**src/rtl/player_controller_if.sv**
```systemverilog
`default_nettype none
// ============================================================================
// player_controller_if : game-tick, button and physics handshake bundle
// Rev 1.0
// ============================================================================
interface player_controller_if;
    logic [1:0] game_tick;
    logic       btn_jump_raw;
    logic       btn_down_raw;
    logic       jump_done;
    logic       collision;
    logic       jump_pulse;
    logic       button_down;
    logic [2:0] player_state;
    logic       run_frame;
    logic       game_start;

    modport master (
        output game_tick, btn_jump_raw, btn_down_raw, jump_done, collision,
        input  jump_pulse, button_down, player_state, run_frame, game_start
    );

    modport slave (
        input  game_tick, btn_jump_raw, btn_down_raw, jump_done, collision,
        output jump_pulse, button_down, player_state, run_frame, game_start
    );
endinterface
`default_nettype wire

```
**src/rtl/player_controller.sv**
```systemverilog
`default_nettype none
// ============================================================================
// player_controller : button debounce and IDLE/RUN/DUCK/JUMP/DEAD player FSM
// Rev 1.0
// ============================================================================
module player_controller #(
    parameter int DEBOUNCE_CYCLES = 1000,
    parameter int DB_W            = 10,
    parameter int ANIM_TICKS      = 6
) (
    input  wire logic           clk,
    input  wire logic           reset,
    player_controller_if.slave  bus
);

    typedef enum logic [2:0] {
        ST_IDLE = 3'd0,
        ST_RUN  = 3'd1,
        ST_DUCK = 3'd2,
        ST_JUMP = 3'd3,
        ST_DEAD = 3'd4
    } state_t;

    localparam int c_AW = (ANIM_TICKS > 1) ? $clog2(ANIM_TICKS) : 1;

    logic [1:0] w_raw;
    logic [1:0] w_db;

    assign w_raw = {bus.btn_down_raw, bus.btn_jump_raw};

    // index 0 = jump button, index 1 = down button
    generate
        for (genvar i = 0; i < 2; i++) begin : g_debounce
            logic            r_sync1;
            logic            r_sync2;
            logic            r_db;
            logic [DB_W-1:0] r_cnt;

            always_ff @(posedge clk) begin
                if (reset) begin
                    r_sync1 <= 1'b0;
                    r_sync2 <= 1'b0;
                    r_db    <= 1'b0;
                    r_cnt   <= '0;
                end else begin
                    r_sync1 <= w_raw[i];
                    r_sync2 <= r_sync1;
                    if (r_sync2 == r_db) begin
                        r_cnt <= '0;
                    end else if (r_cnt == DB_W'(DEBOUNCE_CYCLES - 1)) begin
                        r_db  <= r_sync2;
                        r_cnt <= '0;
                    end else begin
                        r_cnt <= r_cnt + 1'b1;
                    end
                end
            end

            assign w_db[i] = r_db;
        end
    endgenerate

    state_t            r_state;
    logic              r_jump_req;
    logic              r_game_start;
    logic              r_jump_db_d;
    logic [c_AW-1:0]   r_anim_cnt;
    logic              r_run_frame;

    logic w_jump_rise;
    logic w_tick0;
    logic w_tick1;
    logic w_launch;

    assign w_jump_rise = w_db[0] & ~r_jump_db_d;
    // A coincident velocity strobe masks the position strobe
    assign w_tick0     = bus.game_tick[0];
    assign w_tick1     = bus.game_tick[1] & ~bus.game_tick[0];
    assign w_launch    = (r_state == ST_RUN) & r_jump_req & w_tick0 & ~w_db[1] & ~bus.collision;

    always_ff @(posedge clk) begin
        if (reset) begin
            r_state      <= ST_IDLE;
            r_jump_req   <= 1'b0;
            r_game_start <= 1'b0;
            r_jump_db_d  <= 1'b0;
        end else begin
            r_jump_db_d  <= w_db[0];
            r_game_start <= 1'b0;
            if (bus.collision && (r_state != ST_DEAD)) begin
                r_state    <= ST_DEAD;
                r_jump_req <= 1'b0;
            end else begin
                case (r_state)
                    ST_IDLE, ST_DEAD: begin
                        if (w_jump_rise) begin
                            r_state      <= ST_RUN;
                            r_game_start <= 1'b1;
                        end
                    end
                    ST_RUN: begin
                        if (w_launch) begin
                            r_state    <= ST_JUMP;
                            r_jump_req <= 1'b0;
                        end else if (w_db[1]) begin
                            r_state    <= ST_DUCK;
                            r_jump_req <= 1'b0;
                        end else if (w_jump_rise) begin
                            r_jump_req <= 1'b1;
                        end
                    end
                    ST_DUCK: begin
                        if (!w_db[1]) begin
                            r_state <= ST_RUN;
                        end
                    end
                    ST_JUMP: begin
                        if (w_tick1 && bus.jump_done) begin
                            r_state <= w_db[1] ? ST_DUCK : ST_RUN;
                        end
                    end
                    default: begin
                        r_state    <= ST_IDLE;
                        r_jump_req <= 1'b0;
                    end
                endcase
            end
        end
    end

    // Leg animation advances only while the player is on the ground
    always_ff @(posedge clk) begin
        if (reset) begin
            r_anim_cnt  <= '0;
            r_run_frame <= 1'b0;
        end else if (w_tick1 && ((r_state == ST_RUN) || (r_state == ST_DUCK))) begin
            if (r_anim_cnt == c_AW'(ANIM_TICKS - 1)) begin
                r_anim_cnt  <= '0;
                r_run_frame <= ~r_run_frame;
            end else begin
                r_anim_cnt  <= r_anim_cnt + 1'b1;
            end
        end
    end

    assign bus.jump_pulse   = w_launch;
    assign bus.button_down  = w_db[1] & ((r_state == ST_DUCK) | (r_state == ST_JUMP));
    assign bus.player_state = r_state;
    assign bus.run_frame    = r_run_frame;
    assign bus.game_start   = r_game_start;

endmodule
`default_nettype wire

```
**src/flat_wrapper.sv**
```systemverilog
// flat-port wrapper written by rule: the top's interface ports become plain ports
module player_controller_flat 
#(
    parameter int DEBOUNCE_CYCLES = 1000,
    parameter int DB_W            = 10,
    parameter int ANIM_TICKS      = 6
)
  (clk, reset, bus_game_tick, bus_btn_jump_raw, bus_btn_down_raw, bus_jump_done, bus_collision, bus_jump_pulse, bus_button_down, bus_player_state, bus_run_frame, bus_game_start);
  player_controller_if bus_i ();
  input  wire logic clk;
  input  wire logic reset;
  input wire logic [$bits(bus_i.game_tick)-1:0] bus_game_tick;
  input wire logic [$bits(bus_i.btn_jump_raw)-1:0] bus_btn_jump_raw;
  input wire logic [$bits(bus_i.btn_down_raw)-1:0] bus_btn_down_raw;
  input wire logic [$bits(bus_i.jump_done)-1:0] bus_jump_done;
  input wire logic [$bits(bus_i.collision)-1:0] bus_collision;
  output wire logic [$bits(bus_i.jump_pulse)-1:0] bus_jump_pulse;
  output wire logic [$bits(bus_i.button_down)-1:0] bus_button_down;
  output wire logic [$bits(bus_i.player_state)-1:0] bus_player_state;
  output wire logic [$bits(bus_i.run_frame)-1:0] bus_run_frame;
  output wire logic [$bits(bus_i.game_start)-1:0] bus_game_start;
  assign bus_i.game_tick = bus_game_tick;
  assign bus_i.btn_jump_raw = bus_btn_jump_raw;
  assign bus_i.btn_down_raw = bus_btn_down_raw;
  assign bus_i.jump_done = bus_jump_done;
  assign bus_i.collision = bus_collision;
  assign bus_jump_pulse = bus_i.jump_pulse;
  assign bus_button_down = bus_i.button_down;
  assign bus_player_state = bus_i.player_state;
  assign bus_run_frame = bus_i.run_frame;
  assign bus_game_start = bus_i.game_start;
  player_controller #(.DEBOUNCE_CYCLES(DEBOUNCE_CYCLES), .DB_W(DB_W), .ANIM_TICKS(ANIM_TICKS)) u_core (.clk(clk), .reset(reset), .bus(bus_i));
endmodule
```
**config.mk**
```make
export PLATFORM = sky130hd
export DESIGN_NAME = player_controller_flat
export DESIGN_NICKNAME = d
export VERILOG_FILES = /design/src/rtl/player_controller_if.sv /design/src/rtl/player_controller.sv /design/src/flat_wrapper.sv
export SDC_FILE = /design/constraint.sdc
export NUM_CORES = 1
export LEC_CHECK = 0
export CAP_MARGIN = 20
export CORE_UTILIZATION = 35
export CTS_BUF_LIST = sky130_fd_sc_hd__clkbuf_4 sky130_fd_sc_hd__clkbuf_8
export DETAILED_ROUTE_END_ITERATION = 16
export PLACE_DENSITY = 0.6
export SLEW_MARGIN = 20
export SYNTH_ARGS = -nofsm -noshare
export SYNTH_HDL_FRONTEND = slang
export SYNTH_SLANG_ARGS = --single-unit
```
**constraint.sdc**
```tcl
create_clock -name clk -period 3.4 [get_ports clk]
set_input_delay 0.34 -clock clk [delete_from_list [all_inputs] [get_ports clk]]
set_output_delay 0.34 -clock clk [all_outputs]
set_load 0.01 [all_outputs]
```
Placement density heat map:
(4 px per um) 7 x 7 tiles, from black (low) to pale yellow (high), 0 to 100% covered.
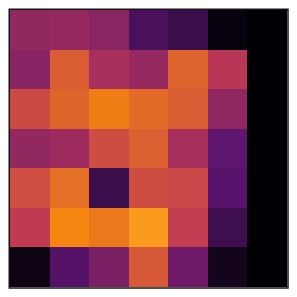
tiles over 75% full = 2.0%
nearly empty tiles = 14%
emptiest ninth of the die = lower right

Cells colored by class:
(6 px per um) Fill, decap, tap and diode cells in gray.
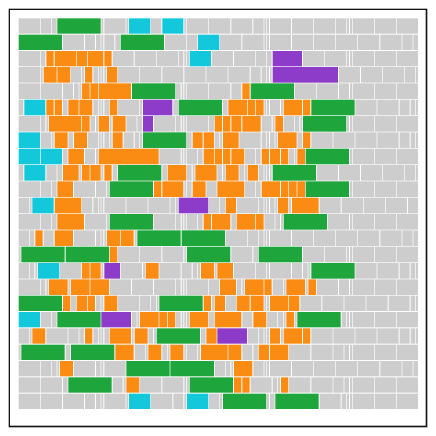
green -> sequential cells  # cells 36
orange -> combinational and other logic  # cells 132
purple -> clock drivers and dummy loads  # cells 8
cyan -> remaining buffers and delay cells  # cells 14
flop share of the area: 38.5%
Design Area, Final: 1870 um^2
core area: 4350 um^2

==> out/results.ini <==
[critical_path]
worstPathCellList=nand2b_1, nor4_1, clkdlybuf4s50_1
cp_data_required_time_ps=3060
slowest_delay_ps=580
slowest_stage=dfxtp_1
end_kind=output pin
cp_num_buf_inv=1
cp-start-kind=flip-flop
ff2ff_setup_slack_ps=1930
cpLargestDelayFamily=flip-flops
reg2reg_from=u_core.bus.player_state[1]
rr_worst_depth=4
r2r_end=u_core.r_anim_cnt[1]
crit_fanout=10
critPathKind=reg -> out
crit_cells=3

[routing]
drc_errors=0
wl_per_cell_um=10.7
drtIter0Drc=31
wl_um=2600
dr_total_vias=1155
dr.pass1.iters=5
wl_met1_um=1360

[place]
routabilityCongestion=0.761
postPlaceCellArea_um2=1760
io_buffers=14
place_inst=234
dp_hpwl_um=1880

[synthesis]
yosys_area_um2=1590
ys_sh_aoi_pct=6.95
edf_count=0
yosysCellCount=172
synth.area.mux_share_pct=1.89
avgSynthCellArea_um2=9.22
yosysTopAreaCell=dfxtp_1
yosysSeqAreaShare_pct=45.5
adder_share_pct=1.58
logic_family=simple AND/OR/NAND/NOR gates
yosysMostFrequentCell=dfxtp_1
yosysTopAreaCellShare_pct=45.5
common_cells=dfxtp_1 (36), nor2_1 (29), nand2_1 (13)
top_cells_by_area=dfxtp_1 (45%), nor2_1 (6.9%), xnor2_1 (5.0%)
synthArstFlopShare_pct=0
yosys.area_share.xor_xnor_pct=11.1
synth_cells=172
synthSimpleGateAreaFrac_pct=30.3
ff_type=dfxtp_1
yosysWarnings=0
ys.flops=36

[clock_network]
cts_tree=yes
worstSkewPairLatency_ps=290
cts.root.buffer_cell=clkbuf_8
cts_max_level=2
cts_sinks=36
max-clock-path-buffers=2
cts_setup_buffers=0
postCtsResizedCells=0
hold_buffers=0

[floorplanning]
taps=52
ios=15
rows=24
fp-utilization_pct=36.4

[power_and_ir_drop]
power_density_nw_per_um2=443
p_comb_uw=25.3
switching_power_uw=164
p_int_uw=665
power_frac_comb_pct=3.0
leakagePower_nw=0.695
seq_cell_power_uw=430
peakVddDrop_mv=0.270

[final_layout]
signal_buffer_area_fraction_pct=7.48
flops=36
layout_top_cell=dfxtp_1
clkCellAreaFrac_pct=5.94
regArea_um2=721
clkbuf_count=6
comb_area_um2=822
antenna_cells=0
final_util_pct=43.0
largest_reg_flops=20
comb.multi_input.count=128
area_delta_synth_final_pct=18.2
nNonClkInverters=4

[grt]
grt-ovfl-total=0
grt_pass1_wl_um=4600
grt_usage_pct=12.0
grt-busiest-layer=met2
grt_antenna_before_repair=0
grtUsageMet2_pct=18.0
met3_usage_pct=4.36
grt_pass1_vias=1048
grt_max_degree=17
met1_usage_pct=15.1

[timing]
rsz0062_at_grt=false
tns_ps=0
finalCriticalPeriod_ps=2210
setup_viol=0
max_clock_freq_ghz=0.452
slew_headroom_pct=63.9
tightestPinTransition_ps=540
hold-worst-slack_ps=441
drv_slew=0
skew_ps=10.6

[worst_hold_path]
holdPathStages=1
holdCritPathClass=reg -> reg
min_from=u_core.g_debounce[0].r_sync1
min_to=u_core.g_debounce[0].r_sync2

[run]
max-cap-violations=0
tool_warnings=26

[outcome]
status=completed

